==> config.mk <==
export PLATFORM = sky130hd
export DESIGN_NAME = timer_bus_arbiter
export DESIGN_NICKNAME = d
export VERILOG_FILES = /design/src/rtl/timer_bus_arbiter.sv
export SDC_FILE = /design/constraint.sdc
export NUM_CORES = 1
export LEC_CHECK = 0
export CORE_ASPECT_RATIO = 0.8
export CORE_MARGIN = 2
export CORE_UTILIZATION = 25
export DETAILED_ROUTE_END_ITERATION = 16
export GPL_ROUTABILITY_DRIVEN = 1
export GPL_TIMING_DRIVEN = 1
export SLEW_MARGIN = 20
export SYNTH_ARGS = -nofsm -noshare
export SYNTH_HDL_FRONTEND = slang
export SYNTH_SLANG_ARGS = --single-unit
==> constraint.sdc <==
create_clock -name i_sysclk -period 4.1 [get_ports i_sysclk]
set_input_delay 1.23 -clock i_sysclk [delete_from_list [all_inputs] [get_ports i_sysclk]]
set_output_delay 1.23 -clock i_sysclk [all_outputs]
set_load 0.05 [all_outputs]
==> src/rtl/timer_bus_arbiter.sv <==
// timer_bus_arbiter: round-robin arbiter serialising requester register accesses onto the timer peripheral bus.
module timer_bus_arbiter #(
  parameter int NUM_REQ = 2,
  parameter int ADDR_W  = 4,
  parameter int DATA_W  = 16,
  parameter int TIMEOUT = 15
) (
  input  logic                      i_sysclk,
  input  logic                      i_sysrst_n,
  input  logic [NUM_REQ-1:0]        i_req,
  input  logic [NUM_REQ-1:0]        i_req_wr,
  input  logic [NUM_REQ*ADDR_W-1:0] i_req_addr,
  input  logic [NUM_REQ*DATA_W-1:0] i_req_wdata,
  output logic [NUM_REQ-1:0]        o_req_ack,
  output logic                      o_req_err,
  output logic [DATA_W-1:0]         o_req_rdata,
  output logic [2:0]                o_gnt_id,
  output logic                      o_busy,
  output logic                      o_bus_select,
  output logic                      o_bus_wr,
  output logic [ADDR_W-1:0]         o_reg_addr,
  output logic [DATA_W-1:0]         o_bus_data,
  input  logic [DATA_W-1:0]         i_bus_data,
  input  logic                      i_bus_ack
);
  localparam logic [1:0] IDLE = 2'd0;
  localparam logic [1:0] BUSY = 2'd1;
  localparam logic [1:0] DONE = 2'd2;
  logic [1:0] state;
  logic [2:0] last_gnt, pick;
  logic [7:0] cnt, req_x;
  logic [3:0] idx;
  logic found, sel_wr, bus_ok, bus_end;
  logic [ADDR_W-1:0] sel_addr;
  logic [DATA_W-1:0] sel_wdata;
  assign req_x = 8'(i_req);
  // first stale-ack cycle (cnt==0) can never complete a transfer
  assign bus_ok = (cnt != 8'd0) && i_bus_ack;
  assign bus_end = bus_ok || (cnt == 8'(TIMEOUT - 1));
  always_comb begin
    pick = '0;
    found = 1'b0;
    idx = '0;
    for (int i = 0; i < NUM_REQ; i++) begin
      idx = {1'b0, last_gnt} + 4'(i + 1);
      idx = (idx >= 4'(NUM_REQ)) ? idx - 4'(NUM_REQ) : idx;
      if (!found && req_x[idx[2:0]]) begin
        found = 1'b1;
        pick = idx[2:0];
      end
    end
  end
  always_comb begin
    sel_wr = 1'b0;
    sel_addr = '0;
    sel_wdata = '0;
    for (int k = 0; k < NUM_REQ; k++) begin
      if (3'(k) == pick) begin
        sel_wr = i_req_wr[k];
        sel_addr = i_req_addr[k*ADDR_W +: ADDR_W];
        sel_wdata = i_req_wdata[k*DATA_W +: DATA_W];
      end
    end
  end
  always_ff @(posedge i_sysclk or negedge i_sysrst_n) begin
    if (!i_sysrst_n) begin
      state <= IDLE;
      last_gnt <= 3'(NUM_REQ - 1);
      cnt <= '0;
      o_req_ack <= '0;
      o_req_err <= 1'b0;
      o_req_rdata <= '0;
      o_gnt_id <= '0;
      o_busy <= 1'b0;
      o_bus_select <= 1'b0;
      o_bus_wr <= 1'b0;
      o_reg_addr <= '0;
      o_bus_data <= '0;
    end else begin
      o_req_ack <= '0;
      case (state)
        IDLE: if (found) begin
          state <= BUSY;
          o_busy <= 1'b1;
          o_gnt_id <= pick;
          last_gnt <= pick;
          o_bus_select <= 1'b1;
          o_bus_wr <= sel_wr;
          o_reg_addr <= sel_addr;
          o_bus_data <= sel_wdata;
          cnt <= '0;
        end
        BUSY: if (bus_end) begin
          state <= DONE;
          o_bus_select <= 1'b0;
          o_bus_wr <= 1'b0;
          o_reg_addr <= '0;
          o_bus_data <= '0;
          o_req_ack <= {{(NUM_REQ-1){1'b0}}, 1'b1} << o_gnt_id;
          o_req_err <= !bus_ok;
          o_req_rdata <= (bus_ok && !o_bus_wr) ? i_bus_data : '0;
        end else begin
          cnt <= cnt + 8'd1;
        end
        default: begin
          state <= IDLE;
          o_busy <= 1'b0;
          o_req_err <= 1'b0;
          o_req_rdata <= '0;
        end
      endcase
    end
  end
endmodule

### Placement view, run 1

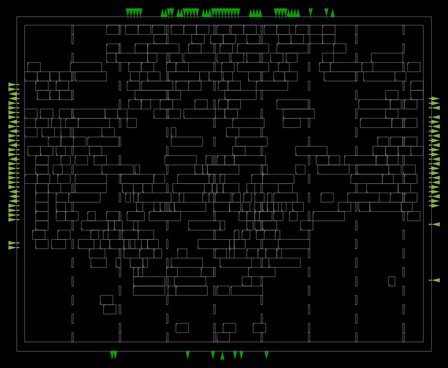
Post-Route Utilization: 37.8%
n_taps: 144
FILL cells: 1059
Seq/total area: 34.5%

### Wiring by layer, run 1

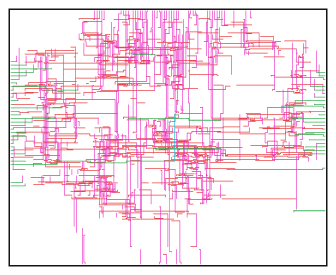
- red: metal 1 (wire length 3260 um)
- green: metal 3 (wire length 498 um)
- cyan: metal 4 (wire length 67.3 um)
- magenta: metal 2 (wire length 3370 um)
WL per Instance: 15.1 um
Global Route Usage Sum: 12.2%
final WL: 7200 um
Via Count: 2223

==> impl_metrics.tcl, run 1 <==
# yosys + openroad results
set metrics [dict create \
    cts.sinks 56 \
    status "completed" \
    crit_slowest_cell "o311ai_4" \
    cts_resized 0 \
    vias_per_cell 4.67 \
    period_needed_ns 3.17 \
    required_ns 4.32 \
    p_switching_mw 0.211 \
    critPathKind "in -> reg" \
    antenna_found_initial 0 \
    mux_share_pct 2.88 \
    syn2layout_area_growth_pct 48.3 \
    simple_gate_share_pct 11.2 \
    cts_made_buffers 5 \
    synthArstFlopShare_pct 100 \
    logic_family "AND-OR/OR-AND gates" \
    power_leakage_nw 1.74 \
    drc 0 \
    slew_headroom_pct 34.9 \
    dp_cells 468 \
    insertion_delay_ns 0.28 \
    ant_nets 0 \
    clock_path_buffers 2 \
    combPwrFrac_pct 7.9 \
    cp_max_fo 21 \
    drt_first_pass_iters 4 \
    internal_power_mw 0.855 \
    setup_tns_ns 0 \
    dr_wl_met2_um 3370 \
]
### Placement by cell class, run 1

Fill, decap, tap and diode cells in grey.
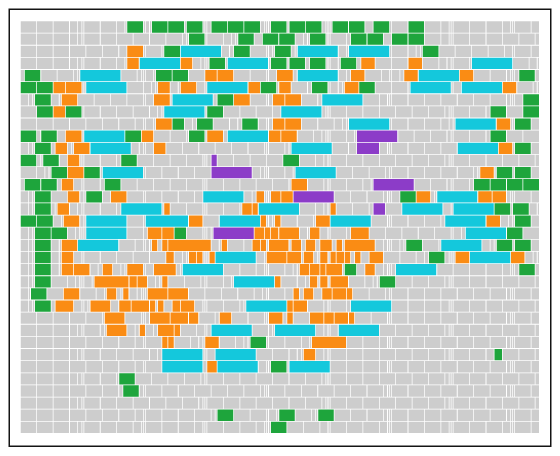
- orange: combinational and other logic (cells 158; share of their area 32%)
- purple: clock drivers and dummy loads (cells 8; share of their area 3.9%)
- cyan: sequential cells (cells 56; share of their area 36%)
- green: remaining buffers and delay cells (cells 110; share of their area 28%)
core area: 10800 sq um
Final Cell Area: 4070 sq um
# rows: 34

[run 1: power groups by stage]
stage	logic (mW)	clock network [mW]	registers, mW
3_3_place_gp	0.0847	0	0.565
2_1_floorplan	0.0104	0	0.565
6_report	0.0841	0.427	0.555
3_5_place_dp	0.0851	0	0.565
5_1_grt	0.0914	0.468	0.555
4_1_cts	0.0855	0.446	0.555
[run 1: stage by stage]
stage | setup slack [ns] | hold slack [ns]
2_1_floorplan | 1.39 | 0.535
3_3_place_gp | 0.704 | 0.466
3_5_place_dp | 0.643 | 0.472
4_1_cts | 0.949 | 0.489
5_1_grt | 0.725 | 0.512
6_report | 0.926 | 0.481
[run 1: logic make-up after synthesis]
logic type / after synthesis
xor+xnor: 7
mux: 7
compound gates: 74
buf+inv: 23
simple gates: 52
fa+ha+maj: 9
flops: 56
[run 1: worst register-to-register path: cells and delay by family (launching register included)]
family / cells / cell delay, ns
adder cells (fa/ha/maj): 1 / 0.17
buffers and inverters: 1 / 0.22
flip-flops: 1 / 0.47
AND/OR/NAND/NOR: 1 / 0.23
multiplexers: 1 / 0.37
AND-OR/OR-AND: 3 / 1.37
[run 1: path summary, 6_finish.rpt]
check / startpoint / slack [ns] / depth (start not counted) / end
hold / removal: o_busy$_DFFE_PN0P_ / 0.48 / 1 / o_busy$_DFFE_PN0P_
max in group asynchronous: i_sysrst_n / 2.19 / 2 / last_gnt[0]$_DFFE_PN1P_
min in group asynchronous: i_sysrst_n / 1.07 / 1 / o_bus_select$_DFFE_PN0P_
setup / recovery: i_req[0] / 0.93 / 6 / o_bus_data[5]$_DFFE_PN0P_
setup reg to reg: o_gnt_id[1]$_DFFE_PN0P_ / 1.20 / 7 / o_bus_data[5]$_DFFE_PN0P_
hold reg to reg: o_busy$_DFFE_PN0P_ / 0.48 / 1 / o_busy$_DFFE_PN0P_
[run 1: registers in the layout, summed over array words and instances, names as in the netlist]
register,cells
o_req_err,1
o_req_ack,2
state,2
o_bus_select,1
last_gnt,1
o_bus_wr,1
o_reg_addr,4
o_gnt_id,3
cnt,8
o_req_rdata,16
o_busy,1
o_bus_data,16
[run 1: final cells by class]
| type | instances | area [sq um] |
|---|---|---|
| well taps | 144 | 180 |
| clock inverters | 1 | 7.51 |
| fillers | 1059 | 6700 |
| clock buffers | 7 | 143 |
| inverters | 9 | 33.8 |
| multi-input cells | 149 | 1210 |
| repair buffers | 110 | 1090 |
| flip-flops and latches | 56 | 1400 |
[run 1: metal layers]
layer	track usage [%]	up-vias
met3	3.64	4
met2	19.2	69
met5	0	-
li1	-	1070
met4	2.86	0
met1	16.4	1080
[run 1: cells in the mapped netlist, types with 4 or more instances]
cell / instances / area share [%]
nor2b_1: 5 / 1.1
a22o_1: 16 / 5.1
dfrtp_1: 55 / 50
a221o_1: 21 / 7.7
xor2_1: 4 / 1.3
clkbuf_1: 6 / 0.82
inv_1: 9 / 1.2
nand4_1: 6 / 1.4
nand2_1: 11 / 1.5
nor2_1: 11 / 1.5
mux2_2: 4 / 1.6
buf_6: 6 / 2.5
ha_1: 9 / 4.1
a21boi_0: 22 / 6.0
nand3_1: 4 / 0.73
### Pin placement, run 1

Pins as bars across the die edge, other pins in grey.
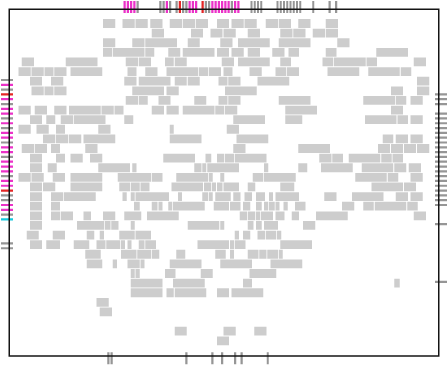

==> inputs of run 2 (changes only) <==
Clock period 4.1 ns to 2.6 ns, I/O delays scaled along.
### Pin placement, run 2

Pins as bars across the die edge, other pins in grey.
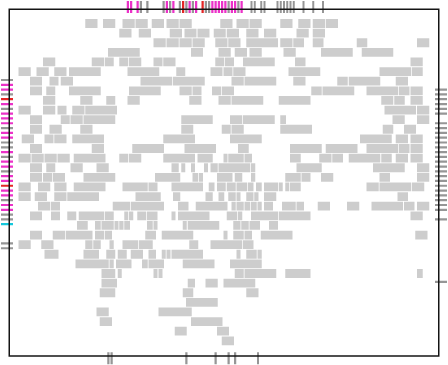
- cyan: i_sysclk (pins 1; direction input; edge left)
- magenta: i_req_wdata (pins 32; direction input; edge 17 left, 15 top)
- red: o_reg_addr (pins 4; direction output; edge 2 left, 2 top)
- all pins by edge: 41 top, 33 left, 27 right, 7 bottom
Die H: 97.7 um
die width: 121 um
IO buf count: 107

### Placement view, run 2

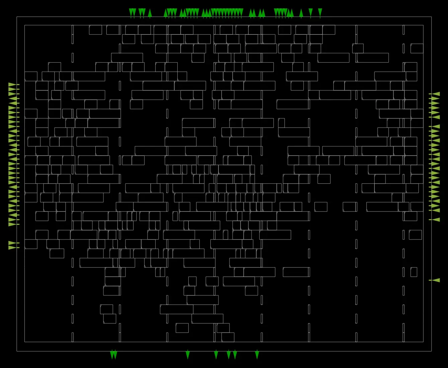
Seq/total area: 33.2%
FILL cells: 1062
final std cells w/o fill: 488

==> run 2 against run 1 <==
Utilization up 1.5 points. Design area up 3.9%. Combinational power up 59%. Synthesized cell count unchanged. Highest routed layer unchanged. Clock power up 57%. Global-route usage down 0.26 points. Non-clock buffer count up 12. Area after synthesis unchanged.
==> impl_metrics.tcl, run 2 <==
# yosys + openroad results
set metrics [dict create \
    status "completed" \
    top_cell_area_share_pct 50.2 \
    edf_count 0 \
    fin_hold_ws_ns 0.443 \
    slew_headroom_pct 64.3 \
    insertion_delay_ns 0.29 \
    antenna_found_initial 0 \
    top_area_cell "dfrtp_1" \
    dr_total_vias 2262 \
    timing.final.ws_setup_ns 0.151 \
    finalWirelength_um 7070 \
    period_needed_ns 2.45 \
    hpwlAfterDp_um 5220 \
    power_leakage_nw 1.83 \
    wl_per_cell_um 14.5 \
    drt_first_pass_iters 6 \
    power.total_mw 1.68 \
    top_regs "o_bus_data: 16 flops, o_req_rdata: 16 flops, cnt: 8 flops" \
    top_cells_by_count "55 x dfrtp_1, 22 x a21boi_0, 21 x a221o_1" \
    cts_resized 0 \
    syn2layout_area_growth_pct 54.1 \
    drv_slew 0 \
    critPathKind "reg -> reg" \
    worst_pin_slew_ns 0.534 \
    ant_nets 0 \
    pre_cts_ws_ns -0.149 \
    setup_tns_ns 0 \
    grt_use_total_pct 11.9 \
    top_cells_by_area "dfrtp_1 50%, a221o_1 7.7%, a21boi_0 6.0%" \
    most_common_cell "dfrtp_1" \
    required_ns 2.77 \
    r2r_cells 8 \
    fp-row-count 34 \
    cts_made_buffers 5 \
    cts.sinks 56 \
    synthArstFlopShare_pct 100 \
    post_cts_buffers 0 \
    core_sq_um 10800 \
    vias_per_cell 4.64 \
    drc 0 \
    cp_max_fo 21 \
    finish.instance_area_sq_um 4220 \
    clock_path_buffers 2 \
]
## run 2: logic make-up (layout without fill, tap and decap cells)
logic type      count (synthesis)  in the layout  synth area share, %
xor+xnor                        7              7                 2.24
mux                             7              7                 2.88
simple gates                   52             52                 11.2
compound gates                 74             74                 23.6
fa+ha+maj                       9              9                 4.11
flops                          56             56                 51.2
buf+inv                        23            139                 4.88
## run 2: cell type report
cell class | count | area [sq um] | area share, %
clock buffer | 5 | 125 | 2.96
clock inverter | 3 | 22.5 | 0.533
inverter | 9 | 33.8 | 0.800
multi-input combinational | 149 | 1200 | 28.5
sequential | 56 | 1400 | 33.2
tap | 144 | 180 | 4.27
timing repair buffer | 122 | 1250 | 29.7
## run 2: final timing paths
kind                                               start                         to  slack [ns]
max in group asynchronous                     i_sysrst_n    last_gnt[0]$_DFFE_PN1P_        1.54
worst min-delay path                          i_sysrst_n      o_req_err$_DFFE_PN0P_        0.44
worst max register to register   o_gnt_id[1]$_DFFE_PN0P_  o_bus_data[2]$_DFFE_PN0P_        0.15
min in group i_sysclk           o_bus_select$_DFFE_PN0P_   o_bus_select$_DFFE_PN0P_        0.48
worst min register to register  o_bus_select$_DFFE_PN0P_   o_bus_select$_DFFE_PN0P_        0.48
worst max-delay path             o_gnt_id[1]$_DFFE_PN0P_  o_bus_data[2]$_DFFE_PN0P_        0.15
## run 2: power breakdown
group,leakage (nW),internal (mW),switching (mW),total (mW)
Combinational,0.998,0.0940,0.0403,0.134
Clock,0.0742,0.361,0.308,0.669
Sequential,0.761,0.872,0.00251,0.874
## run 2: through the flow
stage | std cells | util (%)
after floorplan | 228 | -
final | 488 | 39.2
after global placement | 480 | 37.9
after CTS | 488 | 39.2
after global routing | 488 | 39.2
after detailed placement | 480 | 37.9
## run 2: per-layer routing
layer / up-vias / global-route usage [%] / share of wire, %
li1: 1089 / - / -
met1: 1091 / 15.5 / 45
met2: 76 / 19.7 / 46
met3: 6 / 3.58 / 7.6
met4: 0 / 2.24 / 0.93
met5: - / 0 / 0
## run 2: worst max-delay path, stage by stage, from the launching register on
cell	delay, ns
dfrtp_2	0.46
inv_1	0.20
ha_1	0.18
a21boi_0	0.22
mux2_2	0.38
and2_1	0.21
mux2i_2	0.19
buf_12	0.17
a221o_1	0.30
Power is estimated from default activity; no workload was simulated.
